`config.mk`:
```
export PLATFORM = sky130hd
export DESIGN_NAME = updown_counter_param
export DESIGN_NICKNAME = d
export VERILOG_FILES = /design/src/rtl/counter_pkg.sv /design/src/rtl/counter_prescaler.sv /design/src/rtl/updown_counter_param.sv
export SDC_FILE = /design/constraint.sdc
export NUM_CORES = 1
export LEC_CHECK = 0
export ABC_AREA = 1
export CORE_MARGIN = 8
export CORE_UTILIZATION = 60
export CTS_CLUSTER_DIAMETER = 30
export DETAILED_ROUTE_END_ITERATION = 8
export DONT_BUFFER_PORTS = 1
export PLACE_DENSITY = 0.88
export RECOVER_POWER = 50
export SLEW_MARGIN = 40
export SYNTH_ARGS = -nofsm -noshare
export SYNTH_HDL_FRONTEND = slang
export SYNTH_SLANG_ARGS = --single-unit
```
`constraint.sdc`:
```
create_clock -name clk -period 5.63 [get_ports clk]
set_clock_uncertainty 0.15 [all_clocks]
set_input_delay 1.689 -clock clk [delete_from_list [all_inputs] [get_ports clk]]
set_output_delay 1.689 -clock clk [all_outputs]
set_load 0.02 [all_outputs]
```
`src/rtl/counter_pkg.sv`:
```
// counter_pkg: shared boundary-mode type and direction constants for the up/down counter
package counter_pkg;
    typedef enum logic {WRAP = 1'b0, SATURATE = 1'b1} mode_e;
    localparam logic DIR_UP   = 1'b1;
    localparam logic DIR_DOWN = 1'b0;
endpackage

```
`src/rtl/counter_prescaler.sv`:
```
// counter_prescaler: counts enabled cycles 0..PRESCALE-1 and ticks on the last one
module counter_prescaler #(
    parameter int PRESCALE = 1
) (
    input  logic clk,
    input  logic reset,
    input  logic clear,
    input  logic enable,
    output logic tick
);
    localparam int PW = PRESCALE > 1 ? $clog2(PRESCALE) : 1;
    logic [PW-1:0] cnt_q, cnt_d;
    assign tick = enable && (cnt_q == PW'(PRESCALE - 1));
    always_comb cnt_d = clear ? '0 : !enable ? cnt_q : tick ? '0 : cnt_q + 1'b1;
    always_ff @(posedge clk) cnt_q <= reset ? '0 : cnt_d;
endmodule

```
`src/rtl/updown_counter_param.sv`:
```
// updown_counter_param: prescaled up/down counter with wrap or saturate boundary handling
module updown_counter_param
    import counter_pkg::*;
#(
    parameter int              WIDTH    = 8,
    parameter longint unsigned MAX_VAL  = (64'd1 << WIDTH) - 64'd1,
    parameter int              PRESCALE = 1
) (
    input  logic             clk,
    input  logic             reset,
    input  logic             enable,
    input  logic             dir,
    input  logic             mode,
    input  logic             clear,
    input  logic             load,
    input  logic [WIDTH-1:0] load_val,
    output logic [WIDTH-1:0] count,
    output logic             wrap,
    output logic             sat
);
    localparam logic [WIDTH-1:0] MAX = WIDTH'(MAX_VAL);
    logic             tick, at_edge;
    logic [WIDTH-1:0] count_d, count_q;
    logic             wrap_d, wrap_q, sat_d, sat_q;
    mode_e            mode_s;
    // a load restarts the prescale period as well as the count
    counter_prescaler #(.PRESCALE(PRESCALE)) u_prescaler (
        .clk    (clk),
        .reset  (reset),
        .clear  (clear | load),
        .enable (enable),
        .tick   (tick)
    );
    always_comb begin
        mode_s  = mode_e'(mode);
        at_edge = (dir == DIR_UP) ? (count_q == MAX) : (count_q == '0);
        count_d = count_q;
        wrap_d  = 1'b0;
        sat_d   = sat_q;
        if (clear) begin
            count_d = '0;
            sat_d   = 1'b0;
        end else if (load) begin
            count_d = (load_val > MAX) ? MAX : load_val;
        end else if (tick) begin
            if (!at_edge) begin
                count_d = (dir == DIR_UP) ? count_q + 1'b1 : count_q - 1'b1;
            end else if (mode_s == SATURATE) begin
                sat_d = 1'b1;
            end else begin
                count_d = (dir == DIR_UP) ? '0 : MAX;
                wrap_d  = 1'b1;
            end
        end
    end
    always_ff @(posedge clk) begin
        if (reset) begin
            count_q <= '0;
            wrap_q  <= 1'b0;
            sat_q   <= 1'b0;
        end else begin
            count_q <= count_d;
            wrap_q  <= wrap_d;
            sat_q   <= sat_d;
        end
    end
    assign count = count_q;
    assign wrap  = wrap_q;
    assign sat   = sat_q;
endmodule

```
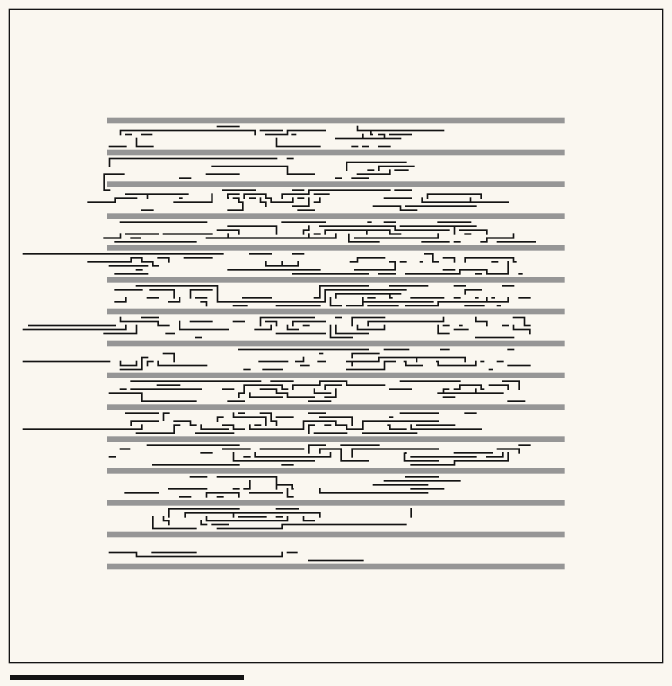
**Above:** run 1 (met1 routing).
Bar = 20 µm. Supply wires on this layer in grey.
The wires run mostly horizontal. 175 nets have wire on it. The layer holds 44% of the routed length. The longest straight run is 17.0 µm.
Via Count: 969
met1 Resource Use GR: 0.1647
Post-Route WL: 2253 µm

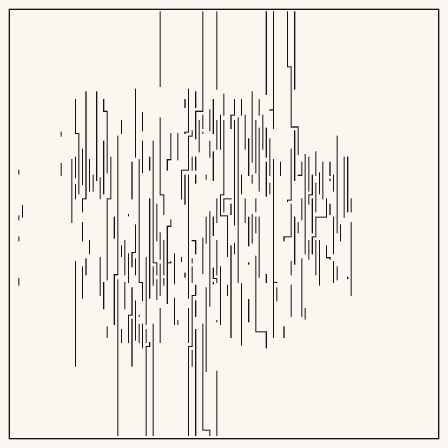
**Above:** run 1 (M2 wires).
The layer carries 1,080 µm of wire. The layer holds 48% of the routed length. The wires run mostly vertical. The longest straight run is 23.1 µm.
met2 usage: 0.2580

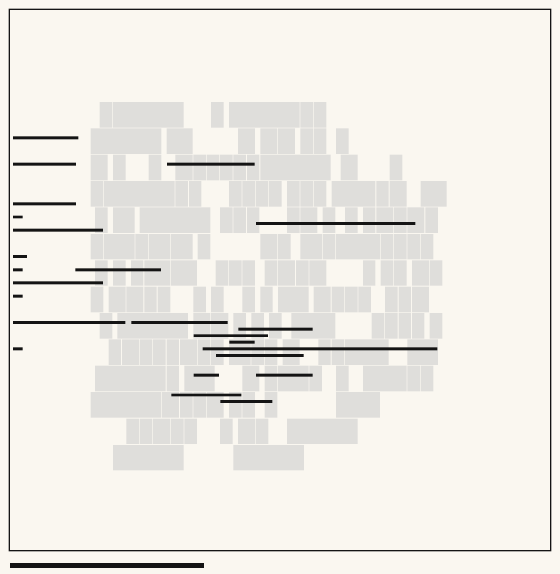
**Above:** run 1 (M3 wires).
Bar = 20 µm.
21 nets have wire on it. The wires run mostly horizontal. The layer holds 7.3% of the routed length. The layer carries 164 µm of wire.

## run 1: state kept, by name, summed over array words and instances (netlist names)
signal / count
count: 8
sat: 1
u_prescaler.cnt_q: 1
wrap: 1
## run 1: cell usage in the layout (no fill, tap or decap), types with 2 or more instances in the layout
| cell type | n |
|---|---|
| clkbuf_4 | 3 |
| nand2_2 | 2 |
| dfxtp_1 | 11 |
| nand2_1 | 48 |
| ha_1 | 6 |
| inv_1 | 23 |
| a21oi_1 | 10 |
| o21ai_0 | 7 |
| xor2_1 | 3 |
| nand3_1 | 10 |
| nor2_1 | 32 |
## run 1: worst min-delay path, delay by kind of cell, from the launching register on
| kind | cells | cell delay, ns |
|---|---|---|
| AND/OR/NAND/NOR | 1 | 0.05 |
| buffers and inverters | 1 | 0.06 |
| flip-flops | 1 | 0.30 |
==> metrics.cfg, run 1 <==
[logic_synthesis]
yosys-stat-cells=162
aoi_share=0.1086
yosys_warnings=0
simple_gate_share=0.4225
top_area_frac=0.2331
edf_count=0
flop_cell=dfxtp_1
synthArstFlopShare=0
ys_types=21
synth.avg_cell_area_um2=5.831

[clock_tree]
cts-root-buf=clkbuf_4
clock_latency_ns=0.26
clock_path_buffers=2
cts_hold_buf=0
cts_sinks=11
cts_made_buffers=3

[placed_design]
place_area_um2=953.4
place_inst=177
hpwl_um=1830
place_ws_ns=2.414

[final_layout]
layout.cells.non_filler=181
final_area_um2=974.7
comb_area_frac=0.6341
flops=11
nNonClkBuffers=0
sh_seq_area=0.2259
flow.area_growth_from_synthesis_pct=3.179
nonClkBufAreaFrac=0
comb_cells=126
nets=188
seq_area_um2=220.2
inv_count=24
logic_area_um2=618.1

[power]
irDropWorstVdd_mv=0.1748
switchingPower_uw=75.07
p_per_area_nw_per_um2=211.3
pwr-share-comb=0.296
swShare=0.3645

[floorplanning]
die_w_um=55.68
die_y_um=55.68

[worst_setup_path]
slowest_stage=ha_1
cp_slowest_stage_delay_ns=0.33
endpoint_kind=register
cp-endpoint=count[3]$_SDFFE_PP0P_
worstPathRequired_ns=5.64
critPathBufInv=2
worstSetupStartpointType=primary input
critical-path-top-delay-family=adder cells

[global_routing]
grt_pass1_vias=963
grt_pass1_wl_um=3939
overflow=0
antenna_found_initial=0

[detailed_routing]
drtIter0Drc=36
drt_pre_antenna_iters=4
wl_per_cell_um=12.45
top_layer=met4
wl_met3_um=164

[sta]
hold-worst-slack_ns=0.2924
setup_violations=0
rsz0062_at_grt=false

[outcome]
status=complete, no violations

==> inputs of run 2 (changes only) <==
Settings changed: CORE_UTILIZATION 60 to 55, PLACE_DENSITY 0.88 to 0.85.
Clock period 5.63 ns to 2.6 ns, I/O delays scaled along.
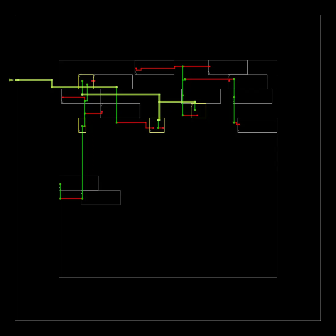
**Above:** run 2 (clock nets).
number of flip-flops and latches: 11
reported clock group power: 116 µW

==> metrics.cfg, run 2 <==
[outcome]
status=complete, no violations  ; unchanged

[logic_synthesis]
ys_sh_adder=0.1007  ; unchanged
edf_count=0  ; unchanged
ys_types=21  ; unchanged
top_area_frac=0.2331  ; unchanged
synth.avg_cell_area_um2=5.831  ; unchanged
syn_nets=184  ; unchanged
ys.flops=11  ; unchanged
syn_area_um2=944.7  ; unchanged
yosys-stat-cells=162  ; unchanged
simple_gate_share=0.4225  ; unchanged
flop_cell=dfxtp_1  ; unchanged
yosys_warnings=0  ; unchanged
top_area_cell=dfxtp_1  ; unchanged
aoi_share=0.1086  ; unchanged
synthArstFlopShare=0  ; unchanged
ys_seq_share=0.2331  ; unchanged

[detailed_routing]
route.detailed.drc=0  ; unchanged
drt_pre_antenna_iters=4  ; unchanged
top_layer=met4  ; unchanged
via_per_inst=5.390  ; was 5.354
wl_met3_um=246  ; was 164 µm
drtIter0Drc=30  ; was 36
wl_um=2323  ; was 2253 µm
routed-via-count=981  ; was 969
wl_met1_um=958  ; was 993 µm
wl_per_cell_um=12.76  ; was 12.45 µm

[sta]
hold-worst-slack_ns=0.3004  ; was 0.2924 ns
slew_violations=0  ; unchanged
rsz0062_at_grt=false  ; unchanged
hold_viol_final=0  ; unchanged
min_period_ns=2.067
setup_violations=0  ; unchanged
fmax_mhz=483.7
relSlewSlack=0.6993  ; was 0.6955

[power]
swShare=0.3691  ; was 0.3645
p_per_area_nw_per_um2=460.3  ; was 211.3 nW/µm²
powerSeq_uw=202  ; was 93.0 µW
switchingPower_uw=166.3  ; was 75.07 µW
pwr-share-comb=0.295  ; was 0.296
power_uw=450.4  ; was 206.0 µW
irDropWorstVdd_mv=0.4389  ; was 0.1748 mV
p_leak_nw=0.5115  ; was 0.5093 nW
pg_comb_uw=133  ; was 60.9 µW

[final_layout]
nonClkBufAreaFrac=0  ; unchanged
seq_area_um2=220.2  ; unchanged
nNonClkBuffers=0  ; unchanged
clkCellAreaFrac=0.02685  ; was 0.02696
mostFrequentLayoutCells=48 x nand2_1, 33 x nor2_1, 23 x inv_1  ; was 48 x nand2_1, 32 x nor2_1, 23 x inv_1
final_area_um2=978.4  ; was 974.7 µm²
fill_cells=169  ; was 140
layout.cells.non_filler=182  ; was 181
fin_util=0.5858  ; was 0.6546
nClkBuffers=4  ; unchanged
sh_seq_area=0.2251  ; was 0.2259
nets=188  ; unchanged
inv_count=24  ; unchanged
comb_cells=126  ; unchanged
flow.area_growth_from_synthesis_pct=3.576  ; was 3.179%
largest_register_ffs=8  ; unchanged
logic_area_um2=620.6  ; was 618.1 µm²

[clock_tree]
cts.clk_slew.worst_paths_ns=0.07  ; about the same
clock_latency_ns=0.27  ; was 0.26 ns
cts_resized=0  ; unchanged
cts_hold_buf=0  ; unchanged
cts_setup_buffers=0  ; unchanged
clock_path_buffers=2  ; unchanged
cts-root-buf=clkbuf_4  ; unchanged
cts_sinks=11  ; unchanged
cts_made_buffers=3  ; unchanged

[worst_setup_path]
slowest_stage=ha_1  ; unchanged
rrSetupSlack_ns=0.64  ; was 3.70 ns
critical_path_arrival_ns=2.08  ; was 2.97 ns
path_max_fanout=7  ; unchanged
critical-path-top-delay-family=adder cells  ; unchanged
worstSetupStartpointType=primary input  ; unchanged
worstPathRequired_ns=2.61  ; was 5.64 ns
critPathBufInv=1  ; was 2
cp_slowest_stage_delay_ns=0.34  ; was 0.33 ns
endpoint_kind=register  ; unchanged

[hold_path]
hold_path.class=reg -> reg  ; unchanged

[flow_run]
warnings=26  ; unchanged
drv_cap=0  ; unchanged

[placed_design]
place_inst=178  ; was 177
hpwl_um=1846  ; was 1830 µm
place_area_um2=954.7  ; was 953.4 µm²
gp_congestion=0.8555  ; was 0.9385
port_buffers=0  ; unchanged
place_ws_ns=0.2661  ; was 2.414 ns

[floorplanning]
die_w_um=57.45  ; was 55.68 µm
core_um2=1670  ; was 1489 µm²
die_y_um=57.45  ; was 55.68 µm
taps=17  ; was 16
ios=25  ; unchanged

[global_routing]
use_met2=0.2251  ; was 0.2580
grtUsageMet1=0.1654  ; was 0.1647
grt_pass1_wl_um=3829  ; was 3939 µm
grt_use_met3=0.07399  ; was 0.02511
busiest_layer=met2  ; unchanged
antenna_found_initial=0  ; unchanged
overflow=0  ; unchanged
grt_pass1_vias=885  ; was 963

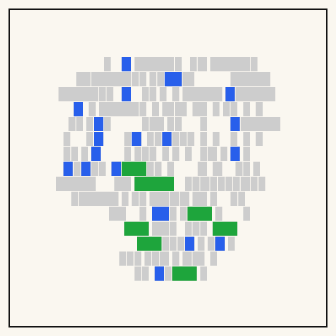
**Above:** run 2 (gate-type map).
inverting AOI/OAI gates: shown in blue, cells 19, most used a21oi_1. adder and majority cells: shown in green, cells 7, most used ha_1.
most numerous logic cell after layout: nand2_1
combinational share of cell area: 0.6343

-- run 2: cell types whose count changed in the layout (fill, tap and decap cells not counted) --
| cell | change |
|---|---|
| nand3_1 | -1 |
| nand3_2 | +1 |
| nor2_1 | +1 |
| nor2_2 | -1 |
-- run 2: path summary, 6_finish.rpt --
kind / from / to / cells past startpoint
worst max-delay path: dir / count[4]$_SDFFE_PP0P_ / 9
worst min-delay path: u_prescaler.cnt_q$_SDFFE_PP0P_ / u_prescaler.cnt_q$_SDFFE_PP0P_ / 2
worst max register to register: count[0]$_SDFFE_PP0P_ / count[4]$_SDFFE_PP0P_ / 9
worst min register to register: u_prescaler.cnt_q$_SDFFE_PP0P_ / u_prescaler.cnt_q$_SDFFE_PP0P_ / 2
Power and IR drop assume default switching activity.
